## config.mk

```make
export PLATFORM = sky130hd
export DESIGN_NAME = step_tracker
export DESIGN_NICKNAME = d
export VERILOG_FILES = /design/src/rtl/fitbit_pkg.sv /design/src/rtl/sec_timer.sv /design/src/rtl/step_tracker.sv
export SDC_FILE = /design/constraint.sdc
export NUM_CORES = 1
export LEC_CHECK = 0
export ABC_AREA = 0
export CAP_MARGIN = 20
export CORE_MARGIN = 2
export CORE_UTILIZATION = 45
export CTS_CLUSTER_DIAMETER = 50
export DETAILED_ROUTE_END_ITERATION = 6
export HOLD_SLACK_MARGIN = 0.1
export PLACE_DENSITY = 0.63
export SETUP_SLACK_MARGIN = 0.15
export SLEW_MARGIN = 20
export SYNTH_ARGS = -nofsm -noshare
export SYNTH_HDL_FRONTEND = slang
export SYNTH_SLANG_ARGS = --single-unit
export TNS_END_PERCENT = 30
```

## constraint.sdc

```tcl
create_clock -name clk100Mhz -period 3.9 [get_ports clk100Mhz]
set_input_delay 0.39 -clock clk100Mhz [delete_from_list [all_inputs] [get_ports clk100Mhz]]
set_output_delay 0.39 -clock clk100Mhz [all_outputs]
set_load 0.01 [all_outputs]
```

## src/rtl/fitbit_pkg.sv

```systemverilog
// Shared constants and helpers for the fitness-tracker datapath.
package fitbit_pkg;

  localparam logic [13:0] STEP_SAT            = 14'd9999;
  localparam int          STEPS_PER_HALF_MILE = 1024;
  localparam logic [7:0]  OVER_THRESH         = 8'd32;
  localparam logic [7:0]  HIGH_THRESH         = 8'd64;
  localparam logic [5:0]  HIGH_RUN_MIN        = 6'd60;
  localparam logic [3:0]  WINDOW_SECS         = 4'd9;

  // Unsigned 16-bit add that clamps at all-ones instead of wrapping.
  function automatic logic [15:0] sat_add16(input logic [15:0] a, input logic [15:0] b);
    logic [16:0] sum;
    sum = {1'b0, a} + {1'b0, b};
    return sum[16] ? 16'hFFFF : sum[15:0];
  endfunction

endpackage

```

## src/rtl/sec_timer.sv

```systemverilog
// Free-running measurement-second timer; sec_tick marks the last cycle of each second.
module sec_timer #(
  parameter int CLKS_PER_SEC = 100000000
) (
  input  logic clk100Mhz,
  input  logic rst,
  output logic sec_tick
);

  localparam int W = (CLKS_PER_SEC > 1) ? $clog2(CLKS_PER_SEC) : 1;
  localparam logic [W-1:0] LAST = W'(CLKS_PER_SEC - 1);
  localparam logic [W-1:0] PRE  = (CLKS_PER_SEC > 1) ? W'(CLKS_PER_SEC - 2) : '0;

  logic [W-1:0] count;

  // The tick is registered one cycle early so it is high exactly while count == LAST.
  always_ff @(posedge clk100Mhz) begin
    if (rst) begin
      count    <= '0;
      sec_tick <= 1'b0;
    end else begin
      count    <= (count == LAST) ? '0 : count + W'(1);
      sec_tick <= (CLKS_PER_SEC == 1) || (count == PRE);
    end
  end

endmodule

```

## src/rtl/step_tracker.sv

```systemverilog
// Step counter with distance, per-second activity windows and high-activity accounting.
module step_tracker
  import fitbit_pkg::*;
#(
  parameter int CLKS_PER_SEC = 100000000
) (
  input  logic        clk100Mhz,
  input  logic        rst,
  input  logic        pulse,
  output logic [13:0] step_count,
  output logic        step_sat,
  output logic [3:0]  distance_hm,
  output logic [3:0]  over32_secs,
  output logic [15:0] high_act_secs,
  output logic        sec_tick
);

  localparam logic [5:0] HIGH_RUN_LAST = HIGH_RUN_MIN - 6'd1;

  logic       pulse_d;
  logic       step;
  logic [7:0] sec_steps;
  logic [7:0] sec_final;
  logic [3:0] sec_idx;
  logic [5:0] run_len;
  logic       high_sec;

  sec_timer #(
    .CLKS_PER_SEC(CLKS_PER_SEC)
  ) u_sec_timer (
    .clk100Mhz(clk100Mhz),
    .rst      (rst),
    .sec_tick (sec_tick)
  );

  // sec_final folds in a step landing on the tick cycle so it belongs to the ending second.
  assign step        = pulse & ~pulse_d;
  assign sec_final   = (step && sec_steps != 8'hFF) ? sec_steps + 8'd1 : sec_steps;
  assign high_sec    = (sec_final >= HIGH_THRESH);
  assign step_sat    = (step_count == STEP_SAT);
  assign distance_hm = step_count[13:10];

  always_ff @(posedge clk100Mhz) begin
    if (rst) begin
      pulse_d       <= 1'b0;
      step_count    <= '0;
      sec_steps     <= '0;
      sec_idx       <= '0;
      run_len       <= '0;
      over32_secs   <= '0;
      high_act_secs <= '0;
    end else begin
      pulse_d <= pulse;
      if (step && step_count < STEP_SAT)
        step_count <= step_count + 14'd1;

      if (sec_tick) begin
        sec_steps <= '0;
        if (sec_idx != 4'hF)
          sec_idx <= sec_idx + 4'd1;
        if (sec_idx < WINDOW_SECS && sec_final > OVER_THRESH)
          over32_secs <= over32_secs + 4'd1;

        // A run earns nothing until its 60th second, then credits the whole minute at once.
        if (high_sec) begin
          if (run_len < HIGH_RUN_MIN)
            run_len <= run_len + 6'd1;
          if (run_len == HIGH_RUN_LAST)
            high_act_secs <= sat_add16(high_act_secs, 16'(HIGH_RUN_MIN));
          else if (run_len == HIGH_RUN_MIN)
            high_act_secs <= sat_add16(high_act_secs, 16'd1);
        end else begin
          run_len <= '0;
        end
      end else begin
        sec_steps <= sec_final;
      end
    end
  end

endmodule
```

==> images/power_grid.png <==
Scale bar: 20 um. Pins as bars on the die edge.
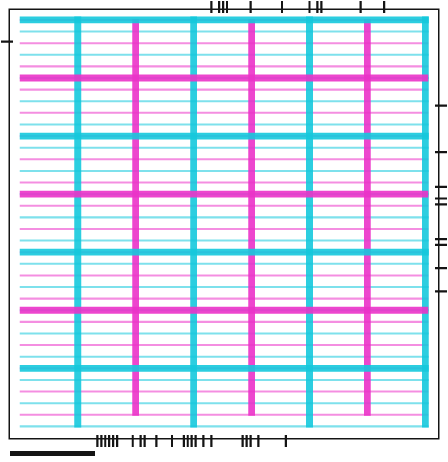
Key: VDD = magenta; VSS = cyan
The core has 35 rows. 36 met1 rails follow the rows. 7 straps on met5.

==> images/placement_by_type.png <==
Scale bar: 20 um.
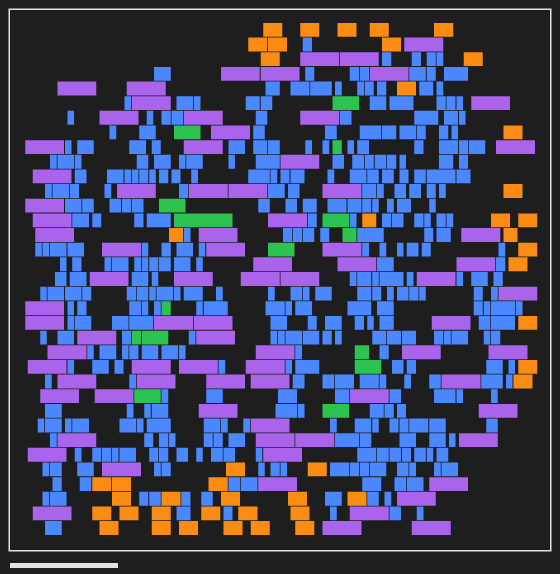
Key: other buffers and delay cells = orange [cells 45, share of their area 9.5%]; flops = purple [cells 81, share of their area 35%]; combinational and other logic = blue [cells 392, share of their area 52%]; clock drivers and dummy loads = green [cells 15, share of their area 3.9%]

==> run summary <==
run status: finished, final reports clean
power per cell area: 308.2 mW/mm^2
Tap Count: 111
CP startpoint kind: flop
Flops: 81
and+or+nand+nor area frac: 28.21%
unrepaired setup endpoints after global routing: no
Pre-antenna DRT Iters: 4
leakage power: 1.740 nW
gr busiest metal: met2
met3 WL post-DR: 267 um
Synth Area in XOR/XNOR: 10.29%
worst slew pin tran: 0.8119 ns
crit path from: high_act_secs[2]
sequential share of power: 57.0%
Post-Place Cell Area: 0.004614 mm^2
Hold Path Origin: sec_idx[1]
Worst Path Arrival: 2.83 ns
hold path depth: 2
crit-path cells: inv_1 > ha_1 > nor3b_1 > nor4b_2 > nor3b_1 > or4b_4 > or3_1 > a21oi_1
Die Span X: 100.3 um
total track usage: 18.57%
largest cells by area after synthesis: dfxtp_1, xor2_1, nor2_1
EDFF count, synth: 0
Logic cell area: 0.002344 mm^2
Worst Setup EP: high_act_secs[11]
final hold viol count: 0
main flop type: dfxtp_1
seq pwr: 843 uW
Logic pwr share: 3.2%
worst hold slack: 0.5042 ns
clock power share: 39.9%
die area: 0.01005 mm^2
cell mode on critical path: nor3b_1
Signal buffers: 45
Comb gates: 374
Slowest-stage cell, CP: or4b_4
class of the worst hold path: flop to flop
asr flop ratio synth: 0%
Tot Pwr: 1.479 mW
first-pass GRT wire length: 15.39 mm
height of the die: 100.3 um
drt total wl: 8.899 mm
# DRC: 0
total gr overflow: 0
internal power: 1.140 mW
Synth Seq Share: 38.90%
share of cells above drive strength 1: 6.004%
Synth logic family: simple AND/OR/NAND/NOR gates
met2 usage: 29.94%
Synth mux share: 1.561%
Adder Area Share: 3.601%
CTS resizes: 0
comb pwr: 46.7 uW
Syn Area/Cell: 8.422 um^2
Non-Filler Instances: 644
critical-path maximum fanout: 8
Signal inverters: 18
mapped cell area: 0.004169 mm^2
clk pwr: 590 uW
worst stage delay on the critical path: 0.55 ns
ClkCell Share: 3.833%
Core Area: 0.009109 mm^2
# clk buffers: 9
H-Tree Depth: 3
DR WL/cell: 13.82 um
RR Endpoint: high_act_secs[11]
Setup Skew: 0.01099 ns
Num CTS Buffers: 9
Initial DRC Count: 138
Slew Viols, Final: 0
Clock Sinks: 81
Worst R2R Setup Slack: 1.36 ns
Mapped Cells: 495
most numerous cell in the Yosys netlist: dfxtp_1
ys cells: 495
CTS max path bufs: 2
final setup fails: 0
CTS Hold Bufs: 0
initial antenna violation count: 0
Sw Share: 22.91%
FP Util: 45.77%
Clock Pin Slew Worst Setup and Hold Paths: 0.09 ns
# placed instances: 629
DR WL met2: 4.082 mm
relative slew slack: 45.55%
Post-CTS Setup Bufs: 0
aoi share: 12.42%
Critical R2R Launch: high_act_secs[2]
==> images/clk_routes.png <==
Scale bar: 20 um.
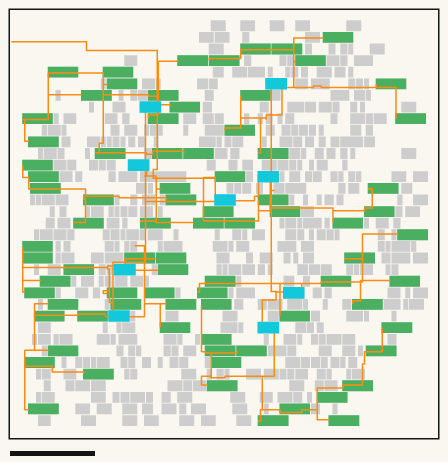
Key: clock drivers = cyan [count 9]; clock wires = orange [length 1030 um]; flip-flops = green [count 81]
There are 10 routed clock nets. Position of the flops: spread over the die.

Power figures rest on the tool's default switching activity, not on a simulated workload.
